--- src/rtl/pc_fetch_stage.sv ---
// MIPS32 instruction-fetch stage: PC, imem request FSM, one-entry hold buffer, IF/ID register.
// Optional misaligned-redirect pulse enabled by defining PC_MISALIGN_TRAP_EN.
module pc_fetch_stage #(
    parameter logic [31:0] RESET_PC = 32'h0000_0000
) (
    input  logic        clk,
    input  logic        rst,
    output logic [31:0] imem_addr,
    output logic        imem_req,
    input  logic        imem_ready,
    input  logic [31:0] imem_rdata,
    input  logic        stall,
    input  logic        branch_taken,
    input  logic [31:0] branch_target,
    input  logic        jump_en,
    input  logic [31:0] jump_target,
    output logic [31:0] pc_plus4,
    output logic [31:0] if_id_instr,
    output logic [31:0] if_id_pc_plus4,
    output logic        if_id_valid,
    output logic        misalign_err
);

    typedef enum logic [1:0] {
        BOOT,
        FETCH,
        HOLD
    } state_t;

    state_t      state;
    state_t      state_nxt;
    logic [31:0] pc;
    logic [31:0] hold_instr;
    logic [31:0] hold_pc4;
    logic        redirect;
    logic [31:0] redir_raw;
    logic [31:0] redir_pc;

    assign redirect  = branch_taken | jump_en;
    // branch_taken wins when both redirects fire
    assign redir_raw = branch_taken ? branch_target : jump_target;
    assign redir_pc  = redir_raw & 32'hFFFF_FFFC;
    assign pc_plus4  = pc + 32'd4;
    assign imem_addr = pc;

    // State register
    always_ff @(posedge clk or posedge rst) begin
        if (rst) begin
            state <= BOOT;
        end else begin
            state <= state_nxt;
        end
    end

    // Next-state: BOOT always lasts one cycle; redirects force FETCH
    always_comb begin
        state_nxt = state;
        unique case (state)
            BOOT:  state_nxt = FETCH;
            FETCH: begin
                if (redirect) begin
                    state_nxt = FETCH;
                end else if (imem_ready && stall) begin
                    state_nxt = HOLD;
                end
            end
            HOLD: begin
                if (redirect || !stall) begin
                    state_nxt = FETCH;
                end
            end
            default: state_nxt = BOOT;
        endcase
    end

    // Request is only issued while in FETCH
    always_comb begin
        imem_req = 1'b0;
        if (state == FETCH) begin
            imem_req = 1'b1;
        end
    end

    // PC, hold buffer and IF/ID register updates
    always_ff @(posedge clk or posedge rst) begin
        if (rst) begin
            pc             <= RESET_PC;
            hold_instr     <= 32'd0;
            hold_pc4       <= 32'd0;
            if_id_instr    <= 32'd0;
            if_id_pc_plus4 <= 32'd0;
            if_id_valid    <= 1'b0;
        end else if (redirect) begin
            pc          <= redir_pc;
            if_id_valid <= 1'b0;
        end else begin
            unique case (state)
                FETCH: begin
                    if (imem_ready && !stall) begin
                        if_id_instr    <= imem_rdata;
                        if_id_pc_plus4 <= pc_plus4;
                        if_id_valid    <= 1'b1;
                        pc             <= pc_plus4;
                    end else if (imem_ready) begin
                        hold_instr <= imem_rdata;
                        hold_pc4   <= pc_plus4;
                    end else if (!stall) begin
                        if_id_valid <= 1'b0;
                    end
                end
                HOLD: begin
                    if (!stall) begin
                        if_id_instr    <= hold_instr;
                        if_id_pc_plus4 <= hold_pc4;
                        if_id_valid    <= 1'b1;
                        pc             <= pc_plus4;
                    end
                end
                default: begin
                end
            endcase
        end
    end

`ifdef PC_MISALIGN_TRAP_EN
    logic misalign_q;

    // One-cycle flag for a redirect whose target was not word aligned
    always_ff @(posedge clk or posedge rst) begin
        if (rst) begin
            misalign_q <= 1'b0;
        end else begin
            misalign_q <= redirect && (redir_raw[1:0] != 2'b00);
        end
    end

    assign misalign_err = misalign_q;
`else
    assign misalign_err = 1'b0;
`endif

endmodule

--- config.mk ---
export PLATFORM = sky130hd
export DESIGN_NAME = pc_fetch_stage
export DESIGN_NICKNAME = d
export VERILOG_FILES = /design/src/rtl/pc_fetch_stage.sv
export SDC_FILE = /design/constraint.sdc
export NUM_CORES = 1
export LEC_CHECK = 0
export CAP_MARGIN = 20
export CELL_PAD_IN_SITES_DETAIL_PLACEMENT = 1
export CELL_PAD_IN_SITES_GLOBAL_PLACEMENT = 1
export CORE_AREA = 3 3 141 170
export DETAILED_ROUTE_END_ITERATION = 6
export DIE_AREA = 0 0 144 173
export PLACE_DENSITY_LB_ADDON = 0.1
export SLEW_MARGIN = 20
export SYNTH_ARGS = -nofsm -noshare
export SYNTH_HDL_FRONTEND = slang
export SYNTH_SLANG_ARGS = --single-unit
--- constraint.sdc ---
create_clock -name clk -period 6.9 [get_ports clk]
set_clock_uncertainty 0.2 [all_clocks]
set_input_delay 0.69 -clock clk [delete_from_list [all_inputs] [get_ports clk]]
set_output_delay 0.69 -clock clk [all_outputs]
set_load 0.01 [all_outputs]
### PDN straps and rails

Bar = 50 um. Pins as bars on the die edge.
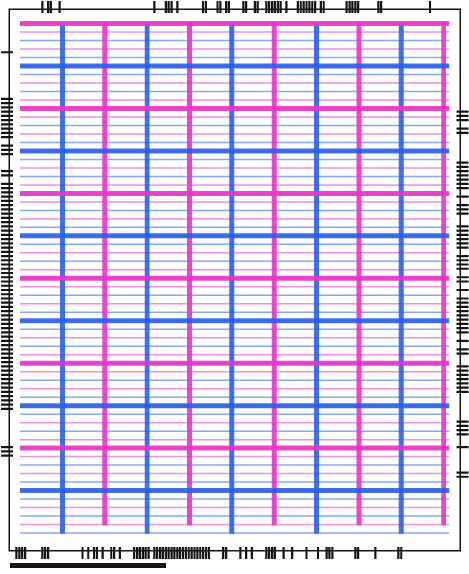
legend:
  VSS:
    color: blue
  VDD:
    color: magenta
rows: 60
met4 straps: 10
met1 rails: 61
signal pins: 233
Worst VDD drop: 0.0001577 V
CORE AREA: 22450 sq um
chip width: 144 um
Die Ht: 173 um

### Placed cells, one color a class

Bar = 50 um.
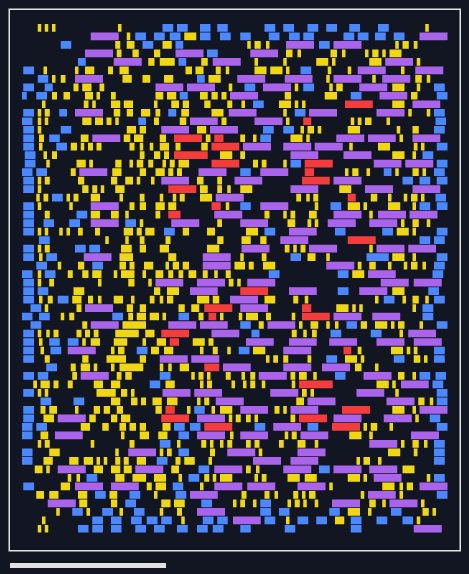
legend:
  remaining logic cells:
    color: yellow
    cells: 657
    share_of_their_area: 36%
  remaining buffers and delay cells:
    color: blue
    cells: 233
    share_of_their_area: 22%
  clock drivers and dummy loads:
    color: red
    cells: 31
    share_of_their_area: 5.5%
  registers:
    color: purple
    cells: 157
    share_of_their_area: 37%
fraction of area in registers: 0.3554
cell area after layout: 11060 sq um
cell row count: 60
final core occ: 0.4925

### Routed clock nets over the placement

Bar = 50 um.
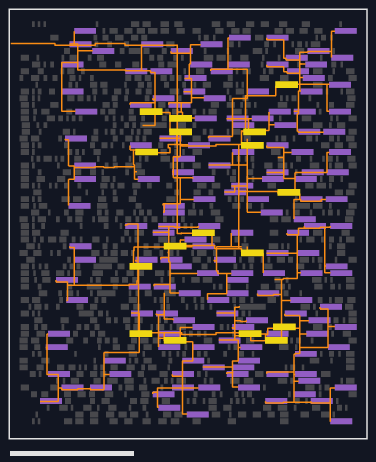
legend:
  clock wires:
    color: orange
    length: 2100 um
  clock-net drivers:
    color: yellow
    count: 17
  flip-flops:
    color: purple
    count: 157
flops lie: spread over the die
routed clock nets: 18
Worst-Skew Late Latency: 0.42 ns
Clock power frac: 0.323
Clk. pwr: 953 uW

### Metal layers overlaid

Two of the layers only.
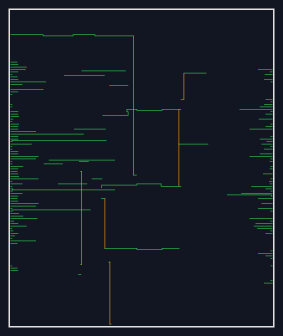
legend:
  M3:
    color: green
    wire_length: 1210 um
  M4:
    color: orange
    wire_length: 245 um
via count: 7059
Avg WL per Cell: 18.87 um
Total GRT Usage: 0.2070
final WL: 25610 um

### Cell placement

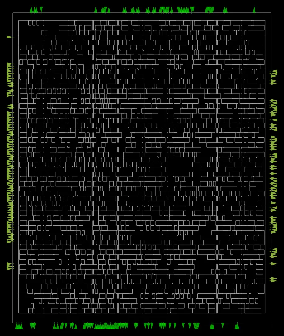
number of fill cells: 2555
flop count: 157
final std cells w/o fill: 1357
TAP cells: 279

==> impl_metrics.yaml <==
# physical design summary
outcome:
  status: "complete, no violations"
final_layout:
  inv_count: 33
  largestRegisters: "hold_instr x32, if_id_instr x32"
power:
  power_switching_uw: 868.6
  p_per_area_nw_per_um2: 267.2
detailed_routing:
  first_iter_violations: 331
  dr.pass1.iters: 4
placed_design:
  hpwl_um: 17890
  dp_slack_ns: 2.803
clocking:
  cts_hold_buf: 0
  cts.reportedPaths.clkPinSlew_ns: 0.07
grt:
  busiest_layer: "met2"
  grt_pass1_wl_um: 40850
  overflow: 0
  grt_antenna_before_repair: 0
  use_met2: 0.3401
  grt_max_degree: 90
  gr-usage-met1: 0.2803
logic_synthesis:
  top_logic_kind: "simple AND/OR/NAND/NOR gates"
  top_cells_by_count: "159 x nand2_1, 157 x dfrtp_1, 66 x nor2_1, 61 x o21ai_0, 50 x mux2_2"
  synth_flops: 157
  simple_gate_area_frac: 0.2016
  yosys_warnings: 0
  async_flop_share: 1.000
  syn_inst: 876
setup_path:
  critPathSlowestCell: "clkdlybuf4s50_1"
  cp_max_fo: 8
  crit_end: "pc_plus4[30]"
timing:
  setup_viol: 0
floorplanning:
  die_area_sq_um: 24910
Power is estimated from default activity; no workload was simulated.
